[config.mk]
export PLATFORM = sky130hd
export DESIGN_NAME = pmodad1_capture
export DESIGN_NICKNAME = d
export VERILOG_FILES = /design/src/rtl/pmodad1_capture.sv
export SDC_FILE = /design/constraint.sdc
export NUM_CORES = 1
export LEC_CHECK = 0
export CORE_MARGIN = 3
export CORE_UTILIZATION = 49
export CTS_BUF_LIST = sky130_fd_sc_hd__clkbuf_16
export DETAILED_ROUTE_END_ITERATION = 16
export GPL_TIMING_DRIVEN = 0
export PLACE_DENSITY = 0.75
export SLEW_MARGIN = 20
export SYNTH_ARGS = -nofsm -noshare
export SYNTH_HDL_FRONTEND = slang
export SYNTH_SLANG_ARGS = --single-unit
[constraint.sdc]
create_clock -name clk -period 2.2 [get_ports clk]
set_clock_uncertainty 0.05 [all_clocks]
set_input_delay 0.22 -clock clk [delete_from_list [all_inputs] [get_ports clk]]
set_output_delay 0.22 -clock clk [all_outputs]
set_load 0.02 [all_outputs]
[src/rtl/pmodad1_capture.sv]
// Capture front end for the PmodAD1 (dual AD7476). Each start runs one 16-SCLK frame,
// shifting both SDATA lines MSB first, then strobes two zero-extended 12-bit results.
module pmodad1_capture #(
    parameter int CLK_DIV      = 4,
    parameter int QUIET_CYCLES = 8
) (
    input  logic        clk,
    input  logic        rst,
    input  logic        start,
    input  logic        sdata1,
    input  logic        sdata2,
    output logic        cs_n,
    output logic        sclk,
    output logic        busy,
    output logic [15:0] data_ch1,
    output logic [15:0] data_ch2,
    output logic        data_valid,
    output logic        fmt_err
);

    localparam int DIV_W = $clog2(2 * CLK_DIV);
    localparam int QW    = (QUIET_CYCLES > 1) ? $clog2(QUIET_CYCLES) : 1;

    localparam logic [DIV_W-1:0] DIV_LAST = DIV_W'(2 * CLK_DIV - 1);
    localparam logic [DIV_W-1:0] DIV_HALF = DIV_W'(CLK_DIV);
    localparam logic [QW-1:0]    Q_LAST   = QW'(QUIET_CYCLES - 1);

    typedef enum logic [1:0] {
        IDLE,
        CONV,
        DONE,
        QUIET
    } state_t;

    state_t           state_q;
    logic [DIV_W-1:0] div_cnt_q;
    logic [3:0]       bit_cnt_q;
    logic [QW-1:0]    quiet_cnt_q;
    logic             sd1_q;
    logic             sd2_q;
    // Only 15 bits are stored: the 16th shift goes straight into the result registers.
    logic [14:0]      sr1_q;
    logic [14:0]      sr2_q;
    logic             cs_n_q;
    logic             sclk_q;
    logic             busy_q;
    logic [15:0]      data_ch1_q;
    logic [15:0]      data_ch2_q;
    logic             data_valid_q;
    logic             fmt_err_q;

    logic [DIV_W-1:0] div_cnt_d;
    logic [15:0]      sr1_d;
    logic [15:0]      sr2_d;

    always_comb begin
        div_cnt_d = (div_cnt_q == DIV_LAST) ? '0 : div_cnt_q + 1'b1;
        sr1_d     = {sr1_q, sd1_q};
        sr2_d     = {sr2_q, sd2_q};
    end

    always_ff @(posedge clk or posedge rst) begin
        if (rst) begin
            state_q      <= IDLE;
            div_cnt_q    <= '0;
            bit_cnt_q    <= '0;
            quiet_cnt_q  <= '0;
            sd1_q        <= 1'b0;
            sd2_q        <= 1'b0;
            sr1_q        <= '0;
            sr2_q        <= '0;
            cs_n_q       <= 1'b1;
            sclk_q       <= 1'b1;
            busy_q       <= 1'b0;
            data_ch1_q   <= '0;
            data_ch2_q   <= '0;
            data_valid_q <= 1'b0;
            fmt_err_q    <= 1'b0;
        end else begin
            sd1_q        <= sdata1;
            sd2_q        <= sdata2;
            data_valid_q <= 1'b0;
            unique case (state_q)
                IDLE: begin
                    if (start) begin
                        state_q   <= CONV;
                        cs_n_q    <= 1'b0;
                        sclk_q    <= 1'b0;
                        busy_q    <= 1'b1;
                        div_cnt_q <= '0;
                        bit_cnt_q <= '0;
                    end
                end
                CONV: begin
                    div_cnt_q <= div_cnt_d;
                    sclk_q    <= (div_cnt_d >= DIV_HALF);
                    if (div_cnt_q == DIV_LAST) begin
                        sr1_q     <= sr1_d[14:0];
                        sr2_q     <= sr2_d[14:0];
                        bit_cnt_q <= bit_cnt_q + 1'b1;
                        // Results are registered on the edge into DONE so they and the
                        // strobe are visible during the DONE cycle itself.
                        if (bit_cnt_q == 4'd15) begin
                            state_q      <= DONE;
                            cs_n_q       <= 1'b1;
                            sclk_q       <= 1'b1;
                            data_ch1_q   <= {4'b0000, sr1_d[11:0]};
                            data_ch2_q   <= {4'b0000, sr2_d[11:0]};
                            fmt_err_q    <= |{sr1_d[15:12], sr2_d[15:12]};
                            data_valid_q <= 1'b1;
                        end
                    end
                end
                DONE: begin
                    state_q     <= QUIET;
                    quiet_cnt_q <= '0;
                end
                QUIET: begin
                    if (quiet_cnt_q == Q_LAST) begin
                        state_q <= IDLE;
                        busy_q  <= 1'b0;
                    end else begin
                        quiet_cnt_q <= quiet_cnt_q + 1'b1;
                    end
                end
                default: state_q <= IDLE;
            endcase
        end
    end

    assign cs_n       = cs_n_q;
    assign sclk       = sclk_q;
    assign busy       = busy_q;
    assign data_ch1   = data_ch1_q;
    assign data_ch2   = data_ch2_q;
    assign data_valid = data_valid_q;
    assign fmt_err    = fmt_err_q;

endmodule

### Signal wires by layer, run 1

Scale: 6 px per um.
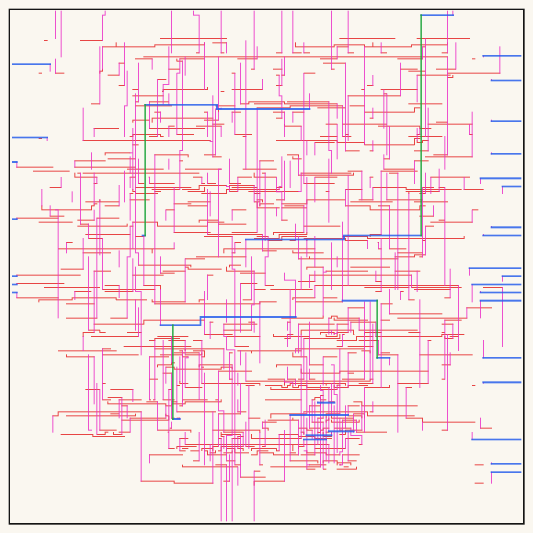
M2 -> magenta  # wire length 2140 um
M1 -> red  # wire length 2350 um
M3 -> blue  # wire length 241 um
M4 -> green  # wire length 83.6 um

### Floorplan with the power grid, run 1

Scale: 4 px per um. Pins as bars on the die edge. Tap cells in grey.
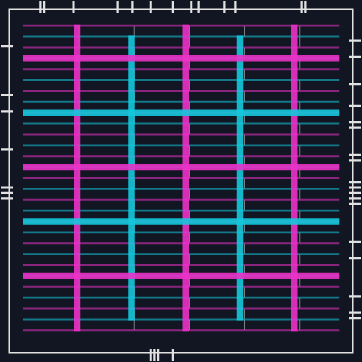
VSS -> magenta
VDD -> cyan
met1 rails = 29
rows = 28
met5 straps = 5
signal pins = 42
tap cells = 75

### The clock network, run 1

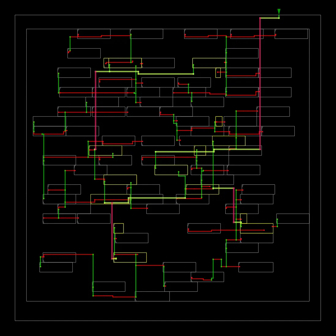
clock net sink count: 73
Clock Power: 1390 uW
final-layout clock buffer total: 9

==> impl_metrics.json, run 1 <==
{
  "edf_count": 0,
  "ant_nets": 0,
  "netlist_instances": 215,
  "yosysWarnings": 0,
  "drive_above_1_share_pct": 27.6,
  "critical_path_class": "reg2reg",
  "fmax_mhz": 521,
  "seq_area_um2": 1830,
  "slowest_delay_ns": 0.39,
  "p_comb_share_pct": 15.8,
  "synthTopCellsByArea": "dfrtp_1 (57%), mux2_2 (14%), mux2_1 (6.2%)",
  "layoutNonFillerInstCount": 347,
  "post-route-min-period_ns": 1.92,
  "clock_path_buffers": 2,
  "core_area_um2": 6030,
  "critPathLaunchType": "flop",
  "synth.most_common_cell": "dfrtp_1",
  "die_area_um2": 7310,
  "maxCapViolCount": 0,
  "rows": 28,
  "overflow": 0,
  "critPathArrivalTime_ns": 2.07,
  "viasPerCell": 5.12,
  "vias": 1777,
  "use_met1_pct": 20.7,
  "areaGrowthSynthToFinish_pct": 24.6,
  "synth_top_area_share_pct": 57.4,
  "worstSkewPairLatency_ns": 0.33,
  "cellInternalPower_uw": 2500,
  "die-width_um": 85.5,
  "grt.busiest_layer": "met2",
  "p_clk_share_pct": 40.9,
  "worstSetupEndpointType": "flop",
  "p_leak_uw": 0.00198,
  "drc": 0,
  "logic_area_um2": 1160,
  "fin_nets": 284,
  "synth.distinct_cells": 34,
  "placed_area_um2": 3570,
  "place.gp.congestion": 0.701,
  "status": "completed",
  "numCtsBuffers": 9,
  "grt_pass1_wl_mm": 8.31,
  "synth_area_um2": 3100,
  "grt_pass1_vias": 1730
}
-- run 1: flip-flops by register name (all words and copies together) (netlist names) --
register / count
div_cnt_q: 3
data_ch2: 12
data_ch1: 12
quiet_cnt_q: 3
sclk: 1
cs_n: 1
bit_cnt_q: 4
busy: 1
sr2_q: 15
fmt_err: 1
state_q: 2
data_valid: 1
sr1_q: 15
sd2_q: 1
sd1_q: 1
-- run 1: placed cells by master, fill, tap and decap left out, types with 6 or more instances in the layout --
cell             netlist  layout
inv_1                  5       6
buf_4                  9       9
clkbuf_16              0       9
dfrtp_1               71      71
ha_1                  12      12
mux2_1                17      17
o21ai_0                7       7
conb_1                 1       8
a22o_1                 6       6
nand2_1               11      11
mux2_2                38      38
clkdlybuf4s50_1        0      33
-- run 1: cell families after synthesis --
kind of cell               synth area share, %
and+or+nand+nor                           5.37
muxes                                     20.3
buffers and inverters                     4.28
AOI/OAI and AO/OA                         6.02
other                                    0.121
adders and majority gates                 4.85
DFF                                       59.0
-- run 1: metrics by stage --
stage          hold WS (ns)  total power [uW]  worst slack, ns  utilization, %  TNS, ns
6_report              0.191              3390            0.282            64.1        0
5_1_grt               0.209              3580            0.129            64.1        0
4_1_cts               0.197              3430            0.249            64.1        0
3_5_place_dp          0.424              2020            0.253            59.3        0
3_3_place_gp          0.418              2000            -1.10            58.9   -78.70
2_1_floorplan         0.201              1900           0.0800               -        0
-- run 1: power groups by stage --
stage	clock network (uW)	logic, uW	registers, uW
2_1_floorplan	0	416	1480
3_3_place_gp	0	510	1490
3_5_place_dp	0	535	1490
4_1_cts	1420	541	1470
5_1_grt	1500	610	1470
6_report	1390	537	1470
-- run 1: path summary, 6_finish.rpt --
| path | endpoint | slack (ns) | cells past startpoint |
|---|---|---|---|
| min | bit_cnt_q[0]$_DFFE_PP0P_ | 0.19 | 2 |
| max in group asynchronous | cs_n$_DFFE_PP1P_ | 1.32 | 3 |
| max reg2reg | data_ch2[1]$_DFFE_PP0P_ | 0.28 | 7 |
| min reg2reg | data_ch2[0]$_DFFE_PP0P_ | 0.43 | 1 |
| max | data_ch2[1]$_DFFE_PP0P_ | 0.28 | 7 |
| min in group clk | sd2_q$_DFF_PP0_ | 0.29 | 1 |
-- run 1: cell type report --
| cell class | count | area share (%) |
|---|---|---|
| buffer | 16 | 2.95 |
| clock buffer | 9 | 5.83 |
| clock inverter | 7 | 1.65 |
| inverter | 5 | 0.551 |
| multi-input combinational | 128 | 30.1 |
| sequential | 73 | 47.4 |
| tap | 75 | 2.43 |
| timing repair buffer | 34 | 9.08 |
-- run 1: per-layer routing --
| layer | part of all wire [%] | wire [um] |
|---|---|---|
| met4 | 1.7 | 83 |
| met5 | 0 | 0 |
| met3 | 5.0 | 240 |
| met2 | 44 | 2140 |
| met1 | 49 | 2350 |
### Local utilization, run 1

Scale: 4 px per um. The die is cut into 9 by 9 equal tiles; white is low, dark blue is high, 0 to 100% covered.
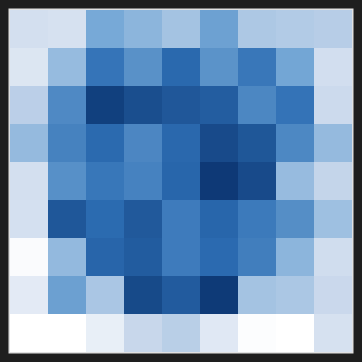

==> inputs of run 2 (changes only) <==
GPL_TIMING_DRIVEN = 1   (was 0)
### Local utilization, run 2

Scale: 4 px per um. The die is cut into 9 by 9 equal tiles; white is low, dark blue is high, 0 to 100% covered.
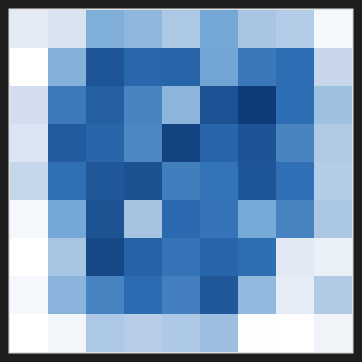
densest ninth of the die = centre
tiles over 75% full = 28%
fullest tile = 95%
nearly empty tiles = 6.2%
mean over tiles = 50%
emptiest ninth of the die = south-east

### Where the registers sit, run 2

Scale: 6 px per um.
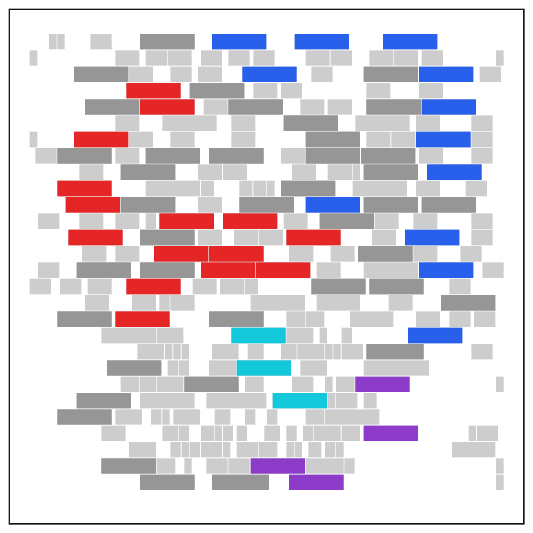
`bit_cnt_q` -> purple  # sequential cells 4
`sr2_q` -> red  # sequential cells 15
`div_cnt_q` -> cyan  # sequential cells 3
`data_ch1` -> blue  # sequential cells 12
not coloured = 39

==> run 2 against run 1 <==
  * Core utilization down 1.5 points
  * Sequential cell count unchanged
  * Hold slack better by 0.062 ns
  * Synthesized cell count unchanged
  * Worst setup slack better by 0.032 ns
  * Power down 0.56%
  * Critical endpoint is now data_ch2[8]$_DFFE_PP0P_
  * Highest routed layer unchanged
==> impl_metrics.json, run 2 <==
{
  "grt_pass1_vias": 1698,
  "netlist_instances": 215,
  "hold_ws_ns": 0.253,
  "viasPerCell": 5.24,
  "edf_count": 0,
  "rows": 28,
  "synth.distinct_cells": 34,
  "layout_top_cell": "dfrtp_1",
  "setup_tns_ns": 0,
  "p_leak_uw": 0.00191,
  "synth_top_area_share_pct": 57.4,
  "status": "completed",
  "grt_pass1_wl_mm": 8.14,
  "drc": 0,
  "worstSetupEndpointType": "flop",
  "core_area_um2": 6030,
  "clkSinkCount": 73,
  "place.gp.congestion": 0.778,
  "synth_area_um2": 3100,
  "post-route-util_pct": 62.5,
  "areaGrowthSynthToFinish_pct": 21.6,
  "critPathArrivalTime_ns": 2.04,
  "ant_nets": 0,
  "die-width_um": 85.5,
  "drive_above_1_share_pct": 24.1,
  "post-route-min-period_ns": 1.89,
  "yosysWarnings": 0,
  "yosys-top-cells-count": "dfrtp_1 (71), mux2_2 (38), mux2_1 (17), ha_1 (12), nand2_1 (11)",
  "placed_area_um2": 3480,
  "critPathLaunchType": "flop",
  "biggestRegsByFlops": "sr1_q: 15 flops, sr2_q: 15 flops",
  "vias": 1739,
  "die_area_um2": 7310,
  "synth.most_common_cell": "dfrtp_1",
  "critical_path_class": "reg2reg",
  "fin_nets": 270,
  "numCtsBuffers": 9,
  "synthTopCellsByArea": "dfrtp_1 (57%), mux2_2 (14%), mux2_1 (6.2%)",
  "cts_tree": "built",
  "fmax_mhz": 530
}
### Floorplan with the power grid, run 2

Scale: 4 px per um. Pins as bars on the die edge. Tap cells in grey.
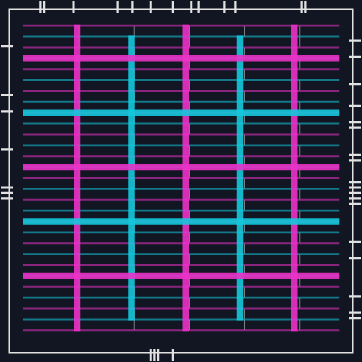
VSS -> magenta
VDD -> cyan
met5 straps = 5
tap cells = 75
rows = 28
met4 straps = 5
signal pins = 42

## run 2: cell types whose count changed in the layout (fill, tap and decap cells not counted), moves of 2 or more
cell / change
buf_6: -2
buf_2: -4
inv_1: -2
buf_4: -8
## run 2: cell type report
type | count | area [um^2]
flip-flops and latches | 73 | 1830
multi-input cells | 128 | 1160
clock buffers | 9 | 225
fillers | 471 | 2260
repair buffers | 36 | 378
inverters | 5 | 18.8
clock inverters | 6 | 60.1
well taps | 75 | 93.8
## run 2: logic make-up (layout without fill, tap and decap cells)
logic type	count (synthesis)	in the layout	synth area share, %
AND-OR/OR-AND	24	24	6.02
adder cells (fa/ha/maj)	12	12	4.85
buffers and inverters	21	56	4.28
flip-flops	73	73	59.0
multiplexers	56	56	20.3
other	1	8	0.121
AND/OR/NAND/NOR	28	28	5.37
## run 2: final timing paths
path                                          start                       end  slack [ns]  cells after the start
max                        div_cnt_q[0]$_DFFE_PP0P_   data_ch2[8]$_DFFE_PP0P_        0.31                      5
min                                             rst  bit_cnt_q[1]$_DFFE_PP0P_        0.25                      3
max reg2reg                div_cnt_q[0]$_DFFE_PP0P_   data_ch2[8]$_DFFE_PP0P_        0.31                      5
min reg2reg                data_ch1[10]$_DFFE_PP0P_  data_ch1[10]$_DFFE_PP0P_        0.43                      1
max in group asynchronous                       rst          sclk$_DFFE_PP1P_        1.54                      3
min in group clk                             sdata1           sd1_q$_DFF_PP0_        0.29                      1
## run 2: routing by layer
metal  up-vias  wire length, um  share of wire [%]  track usage (%)
li1        833                -                  -                -
met1       860             2280                 50             20.2
met4         0              104                2.3             8.78
met5         -                0                  0                0
met3         9              216                4.7             3.94
met2        37             2000                 43             20.3
## run 2: where the power goes
| group | internal [uW] | switching (uW) | leakage [uW] |
|---|---|---|---|
| Sequential | 1420 | 44.8 | 0.000996 |
| Combinational | 207 | 323 | 0.000777 |
| Clock | 864 | 515 | 0.000139 |
## run 2: through the flow
| stage | power (uW) | worst slack (ns) | std cells |
|---|---|---|---|
| after CTS | 3410 | 0.281 | 332 |
| after global placement | 1990 | 0.363 | 317 |
| after global routing | 3550 | 0.163 | 332 |
| after detailed placement | 2010 | 0.292 | 317 |
| final | 3370 | 0.314 | 332 |
| after floorplan | 1900 | 0.0800 | 222 |
## run 2: worst max-delay path: stages (launching register included)
cell     delay [ns]
dfrtp_1        0.37
ha_1           0.18
ha_1           0.21
nand2_1        0.16
nor2_8         0.40
mux2_2         0.39
Power is estimated from default activity; no workload was simulated.
